File: src/rtl/fnd_display_arbiter_if.sv
// Bus between the BCD sources / mode button and the FND arbiter.
// The master side drives source digits and requests; the slave side (arbiter) returns the display.
interface fnd_display_arbiter_if;
  logic        btn_mode;
  logic [15:0] src0_value;
  logic [15:0] src1_value;
  logic [15:0] src2_value;
  logic [3:0]  src0_blink;
  logic [3:0]  src1_blink;
  logic [3:0]  src2_blink;
  logic        alert_req;
  logic [15:0] fnd_value;
  logic [3:0]  fnd_blank;
  logic [1:0]  sel;
  logic        alert_ack;

  modport master (
    output btn_mode, src0_value, src1_value, src2_value,
    output src0_blink, src1_blink, src2_blink, alert_req,
    input  fnd_value, fnd_blank, sel, alert_ack
  );

  modport slave (
    input  btn_mode, src0_value, src1_value, src2_value,
    input  src0_blink, src1_blink, src2_blink, alert_req,
    output fnd_value, fnd_blank, sel, alert_ack
  );
endinterface

File: src/rtl/fnd_display_arbiter.sv
// Shares one 4-digit FND between watch, stopwatch and timer; shows a short banner
// on source change and lets a timer alert pre-empt the display until acked or withdrawn.
module fnd_display_arbiter #(
  parameter int TICKS_PER_MS = 100000,
  parameter int BANNER_MS    = 1000,
  parameter int BLINK_MS     = 500
) (
  input  logic                 clk,
  input  logic                 reset_p,
  fnd_display_arbiter_if.slave bus
);

  localparam int PRE_W = (TICKS_PER_MS > 1) ? $clog2(TICKS_PER_MS) : 1;
  localparam int BAN_W = (BANNER_MS > 1)    ? $clog2(BANNER_MS)    : 1;
  localparam int BLK_W = (BLINK_MS > 1)     ? $clog2(BLINK_MS)     : 1;

  typedef enum logic [1:0] {S_SHOW, S_BANNER, S_ALERT} state_t;

  state_t             r_state, w_state_nxt;
  logic [1:0]         r_sel, w_sel_nxt;
  logic [PRE_W-1:0]   r_pre;
  logic [BAN_W-1:0]   r_ban;
  logic [BLK_W-1:0]   r_blink;
  logic               r_phase;
  logic               w_ms_tick, w_ban_last, w_ban_load, w_ack_nxt;
  logic [15:0]        w_src_value, w_value, r_value;
  logic [3:0]         w_src_blink, w_blank, r_blank;
  logic               r_ack;

  assign w_ms_tick  = (r_pre == PRE_W'(TICKS_PER_MS - 1));
  assign w_ban_last = (r_ban == BAN_W'(BANNER_MS - 1));

  // NOTE: sequential state uses <= so every flop samples pre-edge values.
  always_ff @(posedge clk) begin
    if (reset_p) r_pre <= '0;
    else if (w_ms_tick) r_pre <= '0;
    else r_pre <= r_pre + 1'b1;
  end

  // Blink phase runs freely; mode changes never disturb it.
  always_ff @(posedge clk) begin
    if (reset_p) begin
      r_blink <= '0;
      r_phase <= 1'b0;
    end else if (w_ms_tick) begin
      if (r_blink == BLK_W'(BLINK_MS - 1)) begin
        r_blink <= '0;
        r_phase <= ~r_phase;
      end else begin
        r_blink <= r_blink + 1'b1;
      end
    end
  end

  always_ff @(posedge clk) begin
    if (reset_p) r_ban <= '0;
    else if (w_ban_load) r_ban <= '0;
    else if (r_state == S_BANNER && w_ms_tick) r_ban <= w_ban_last ? '0 : r_ban + 1'b1;
  end

  // NOTE: defaults first so every path assigns every signal; no latches.
  always_comb begin
    w_state_nxt = r_state;
    w_sel_nxt   = r_sel;
    w_ban_load  = 1'b0;
    w_ack_nxt   = 1'b0;
    if (r_state != S_ALERT && bus.alert_req) begin
      w_state_nxt = S_ALERT;
    end else if (r_state == S_ALERT) begin
      if (bus.btn_mode) begin
        w_state_nxt = S_SHOW;
        w_ack_nxt   = 1'b1;
      end else if (!bus.alert_req) begin
        w_state_nxt = S_SHOW;
      end
    end else if (bus.btn_mode) begin
      w_state_nxt = S_BANNER;
      w_sel_nxt   = (r_sel == 2'd2) ? 2'd0 : r_sel + 2'd1;
      w_ban_load  = 1'b1;
    end else if (r_state == S_BANNER && w_ms_tick && w_ban_last) begin
      w_state_nxt = S_SHOW;
    end
  end

  always_comb begin
    unique case (r_sel)
      2'd0:    begin w_src_value = bus.src0_value; w_src_blink = bus.src0_blink; end
      2'd1:    begin w_src_value = bus.src1_value; w_src_blink = bus.src1_blink; end
      default: begin w_src_value = bus.src2_value; w_src_blink = bus.src2_blink; end
    endcase
  end

  always_comb begin
    w_value = w_src_value;
    w_blank = w_src_blink & {4{r_phase}};
    case (r_state)
      S_BANNER: begin
        w_value = {4'hD, 8'h00, 2'b00, r_sel};
        w_blank = 4'b0110;
      end
      S_ALERT: begin
        w_value = bus.src2_value;
        w_blank = {4{r_phase}};
      end
      default: ;
    endcase
  end

  always_ff @(posedge clk) begin
    if (reset_p) begin
      r_state <= S_SHOW;
      r_sel   <= 2'd0;
      r_value <= '0;
      r_blank <= '0;
      r_ack   <= 1'b0;
    end else begin
      r_state <= w_state_nxt;
      r_sel   <= w_sel_nxt;
      r_value <= w_value;
      r_blank <= w_blank;
      r_ack   <= w_ack_nxt;
    end
  end

  assign bus.fnd_value = r_value;
  assign bus.fnd_blank = r_blank;
  assign bus.sel       = r_sel;
  assign bus.alert_ack = r_ack;

endmodule

File: src/flat_wrapper.sv
// flat-port wrapper written by rule: the top's interface ports become plain ports
module fnd_display_arbiter_flat 
#(
  parameter int TICKS_PER_MS = 100000,
  parameter int BANNER_MS    = 1000,
  parameter int BLINK_MS     = 500
)
  (clk, reset_p, bus_btn_mode, bus_src0_value, bus_src1_value, bus_src2_value, bus_src0_blink, bus_src1_blink, bus_src2_blink, bus_alert_req, bus_fnd_value, bus_fnd_blank, bus_sel, bus_alert_ack);
  fnd_display_arbiter_if bus_i ();
  input  logic clk;
  input  logic reset_p;
  input wire logic [$bits(bus_i.btn_mode)-1:0] bus_btn_mode;
  input wire logic [$bits(bus_i.src0_value)-1:0] bus_src0_value;
  input wire logic [$bits(bus_i.src1_value)-1:0] bus_src1_value;
  input wire logic [$bits(bus_i.src2_value)-1:0] bus_src2_value;
  input wire logic [$bits(bus_i.src0_blink)-1:0] bus_src0_blink;
  input wire logic [$bits(bus_i.src1_blink)-1:0] bus_src1_blink;
  input wire logic [$bits(bus_i.src2_blink)-1:0] bus_src2_blink;
  input wire logic [$bits(bus_i.alert_req)-1:0] bus_alert_req;
  output wire logic [$bits(bus_i.fnd_value)-1:0] bus_fnd_value;
  output wire logic [$bits(bus_i.fnd_blank)-1:0] bus_fnd_blank;
  output wire logic [$bits(bus_i.sel)-1:0] bus_sel;
  output wire logic [$bits(bus_i.alert_ack)-1:0] bus_alert_ack;
  assign bus_i.btn_mode = bus_btn_mode;
  assign bus_i.src0_value = bus_src0_value;
  assign bus_i.src1_value = bus_src1_value;
  assign bus_i.src2_value = bus_src2_value;
  assign bus_i.src0_blink = bus_src0_blink;
  assign bus_i.src1_blink = bus_src1_blink;
  assign bus_i.src2_blink = bus_src2_blink;
  assign bus_i.alert_req = bus_alert_req;
  assign bus_fnd_value = bus_i.fnd_value;
  assign bus_fnd_blank = bus_i.fnd_blank;
  assign bus_sel = bus_i.sel;
  assign bus_alert_ack = bus_i.alert_ack;
  fnd_display_arbiter #(.TICKS_PER_MS(TICKS_PER_MS), .BANNER_MS(BANNER_MS), .BLINK_MS(BLINK_MS)) u_core (.clk(clk), .reset_p(reset_p), .bus(bus_i));
endmodule
File: config.mk
export PLATFORM = sky130hd
export DESIGN_NAME = fnd_display_arbiter_flat
export DESIGN_NICKNAME = d
export VERILOG_FILES = /design/src/rtl/fnd_display_arbiter_if.sv /design/src/rtl/fnd_display_arbiter.sv /design/src/flat_wrapper.sv
export SDC_FILE = /design/constraint.sdc
export NUM_CORES = 1
export LEC_CHECK = 0
export ABC_CLOCK_PERIOD_IN_PS = 2000
export CORE_MARGIN = 3
export CORE_UTILIZATION = 50
export CTS_BUF_LIST = sky130_fd_sc_hd__clkbuf_4 sky130_fd_sc_hd__clkbuf_8
export DETAILED_ROUTE_END_ITERATION = 10
export GPL_TIMING_DRIVEN = 0
export PLACE_DENSITY = 0.93
export SYNTH_ARGS = -nofsm -noshare
export SYNTH_HDL_FRONTEND = slang
export SYNTH_SLANG_ARGS = --single-unit
File: constraint.sdc
create_clock -name clk -period 2 [get_ports clk]
set_input_delay 0.4 -clock clk [delete_from_list [all_inputs] [get_ports clk]]
set_output_delay 0.4 -clock clk [all_outputs]
set_load 0.02 [all_outputs]
==> run_1/pinout.png <==
Drawn at 6 px/um. Pins as bars across the die edge, other pins in gray.
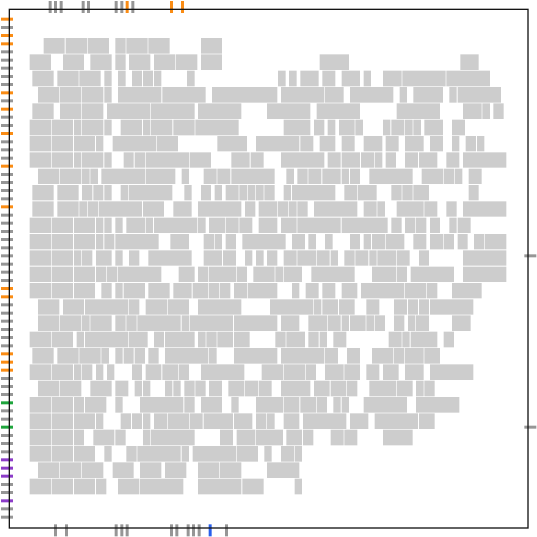
legend:
  bus_fnd_value:
    color: orange
    pins: 16
    direction: output
    edge: 13 left, 3 top
  bus_alert_req:
    color: blue
    pins: 1
    direction: input
    edge: bottom
  bus_src1_blink:
    color: purple
    pins: 4
    direction: input
    edge: left
  bus_sel:
    color: green
    pins: 2
    direction: output
    edge: left
all pins by edge: 62 left, 12 bottom, 11 top, 2 right

==> run_1/ff_map.png <==
Drawn at 3 px/um. Other sequential cells in the stronger gray, the rest of the logic in the fainter gray.
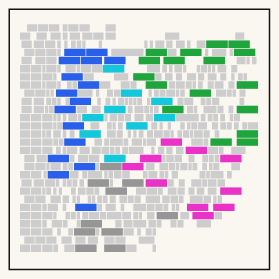
legend:
  u_core.bus.fnd_value:
    color: blue
    placed_flops: 16
  u_core.r_pre:
    color: green
    placed_flops: 17
  u_core.r_blink:
    color: cyan
    placed_flops: 9
    where: middle
  u_core.r_ban:
    color: magenta
    placed_flops: 10
not colored: 10

==> run_1/congestion_map.png <==
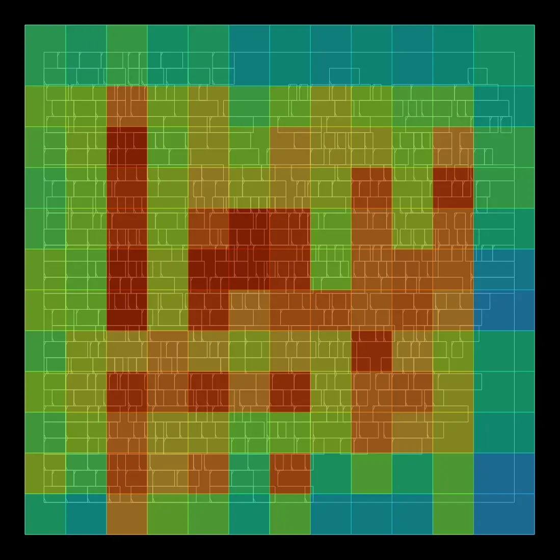
GR Util All Layers: 0.248
global-route layer with the greatest usage: met2
final core utilization: 0.726

==> impl_metrics.env, run 1 <==
# implementation run metrics
export IMPL_status="finished clean"
export IMPL_edf_count=0
export IMPL_cts_clk_slew_worst_paths_ns=0.07
export IMPL_met3_usage=0.106
export IMPL_maxCapViolCount=0
export IMPL_routed_top_layer="met4"
export IMPL_r2r_start="u_core.r_state[0]$_SDFFE_PP0P_"
export IMPL_combGateArea_um2=1850
export IMPL_hold_slack_ns=0.466
export IMPL_p_clk_uw=1130
export IMPL_wl_per_cell_um=15.8
export IMPL_grt_pass1_wl_um=14800
export IMPL_use_met2=0.413
export IMPL_drtPass1Iterations=5
export IMPL_p_leak_uw=0.00155
export IMPL_rows=28
export IMPL_buffers=109
export IMPL_worst_path_buf_inv=2
export IMPL_nonClockInverterCount=10
export IMPL_power_density_nw_per_um2=667
export IMPL_r2r_slack_ns=0.10
export IMPL_cts_buffer_depth=2
export IMPL_xor_share=0.0299
export IMPL_grt_met1_usage=0.288
export IMPL_endpoint="u_core.r_ban[6]$_SDFFE_PP0P_"
export IMPL_logic_family="simple AND/OR/NAND/NOR gates"
export IMPL_met1_length_um=3580
export IMPL_layout_cells_non_filler=568
export IMPL_dr_total_vias=3330
export IMPL_endpoint_kind="flop"
export IMPL_fin_crit_sh=0.950
export IMPL_syn_nets=462
export IMPL_critical_path_required_ns=2.24
export IMPL_ir_worst_vdd_mv=0.688
export IMPL_comb_share=0.420
export IMPL_path_cells="inv_1, ha_1, or3b_2, clkbuf_1, nand2_2, nor3_1, a32o_1"
export IMPL_syn_area_um2=3220
export IMPL_synth_main_ff_cell="dfxtp_1"
export IMPL_min_delay_start="u_core.r_pre[0]$_SDFF_PP0_"
export IMPL_clock_latency_ns=0.35
export IMPL_crit_path_max_incr_delay_ns=0.48
export IMPL_setup_viol=0
export IMPL_die_h_um=86.2
export IMPL_grt_max_degree=13
export IMPL_core_util_floorplan=0.531
==> run_1/closeup.png <==
Region (31, 13) to (56, 38) um. Cells in gray, sequential cells in the stronger gray; small squares are vias.
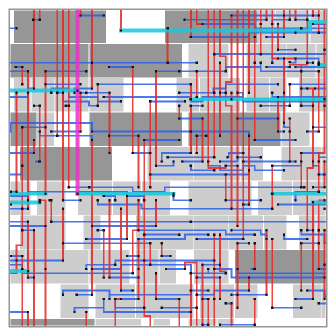

--- run 2 (diff from run 1) ---
--- a/config.mk
+++ b/config.mk
@@ -15,3 +15,4 @@
 export SYNTH_ARGS = -nofsm -noshare
 export SYNTH_HDL_FRONTEND = slang
 export SYNTH_SLANG_ARGS = --single-unit
+export TNS_END_PERCENT = 10
==> run_2/closeup.png <==
Region (31, 13) to (56, 38) um. Cells in gray, sequential cells in the stronger gray; small squares are vias.
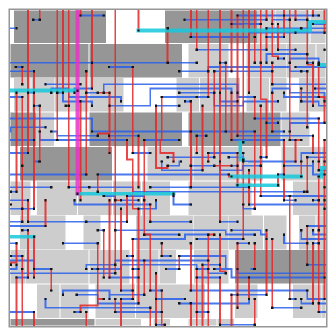
legend:
  M4:
    color: magenta
  M3:
    color: cyan
  M2:
    color: red
  M1:
    color: blue
netlist names of flops here include: u_core.r_ban (3), u_core.r_state (2)
sequential cells in the window: 8
cells with their middle in the window: 56
most frequent: dfxtp_1 (8), nand2_1 (5), nor3_1 (4)

==> run_2/pinout.png <==
Drawn at 6 px/um. Pins as bars across the die edge, other pins in gray.
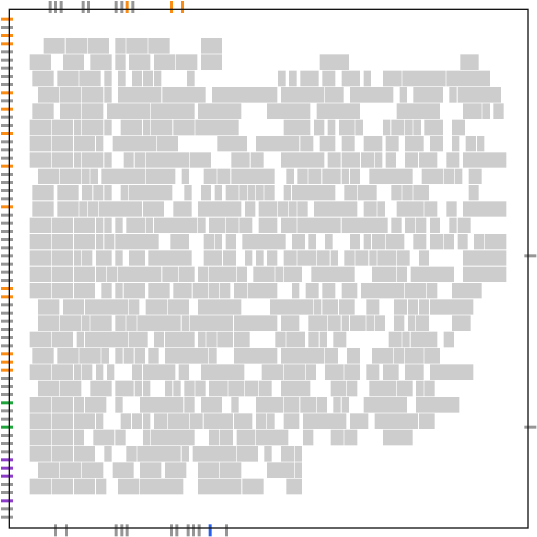
legend:
  bus_src1_blink:
    color: purple
    pins: 4
    direction: input
    edge: left
  bus_sel:
    color: green
    pins: 2
    direction: output
    edge: left
  bus_alert_req:
    color: blue
    pins: 1
    direction: input
    edge: bottom
  bus_fnd_value:
    color: orange
    pins: 16
    direction: output
    edge: 13 left, 3 top
all pins by edge: 62 left, 12 bottom, 11 top, 2 right

==> run_2/congestion_map.png <==
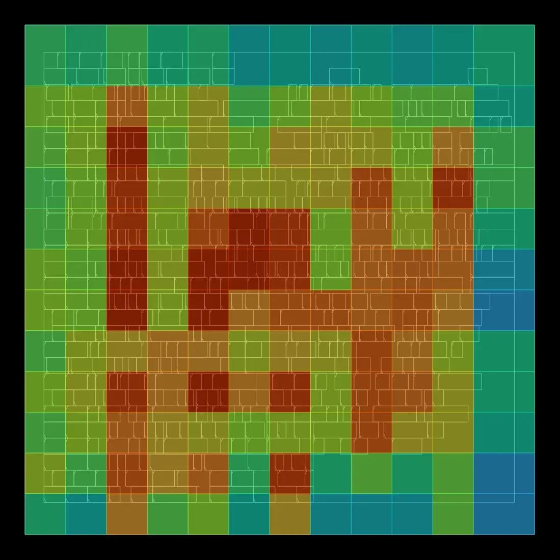
met3 Use GR: 0.105
met1 usage: 0.288

==> impl_metrics.env, run 2 <==
# implementation run metrics
export IMPL_maxCapViolCount=0
export IMPL_final_core_util=0.728
export IMPL_hold_slack_ns=0.464
export IMPL_cts_buffer_depth=2
export IMPL_endpoint="u_core.r_ban[6]$_SDFFE_PP0P_"
export IMPL_endpoint_kind="flop"
export IMPL_drtPass1Iterations=4
export IMPL_edf_count=0
export IMPL_wl_per_cell_um=15.8
export IMPL_syn_nets=462
export IMPL_fin_crit_sh=0.952
export IMPL_r2r_slack_ns=0.1
export IMPL_p_leak_uw=0.00155
export IMPL_status="finished clean"
export IMPL_combGateArea_um2=1860
export IMPL_worst_path_buf_inv=2
export IMPL_nonClockInverterCount=10
export IMPL_cts_clk_slew_worst_paths_ns=0.07
export IMPL_rows=28
export IMPL_routed_top_layer="met4"
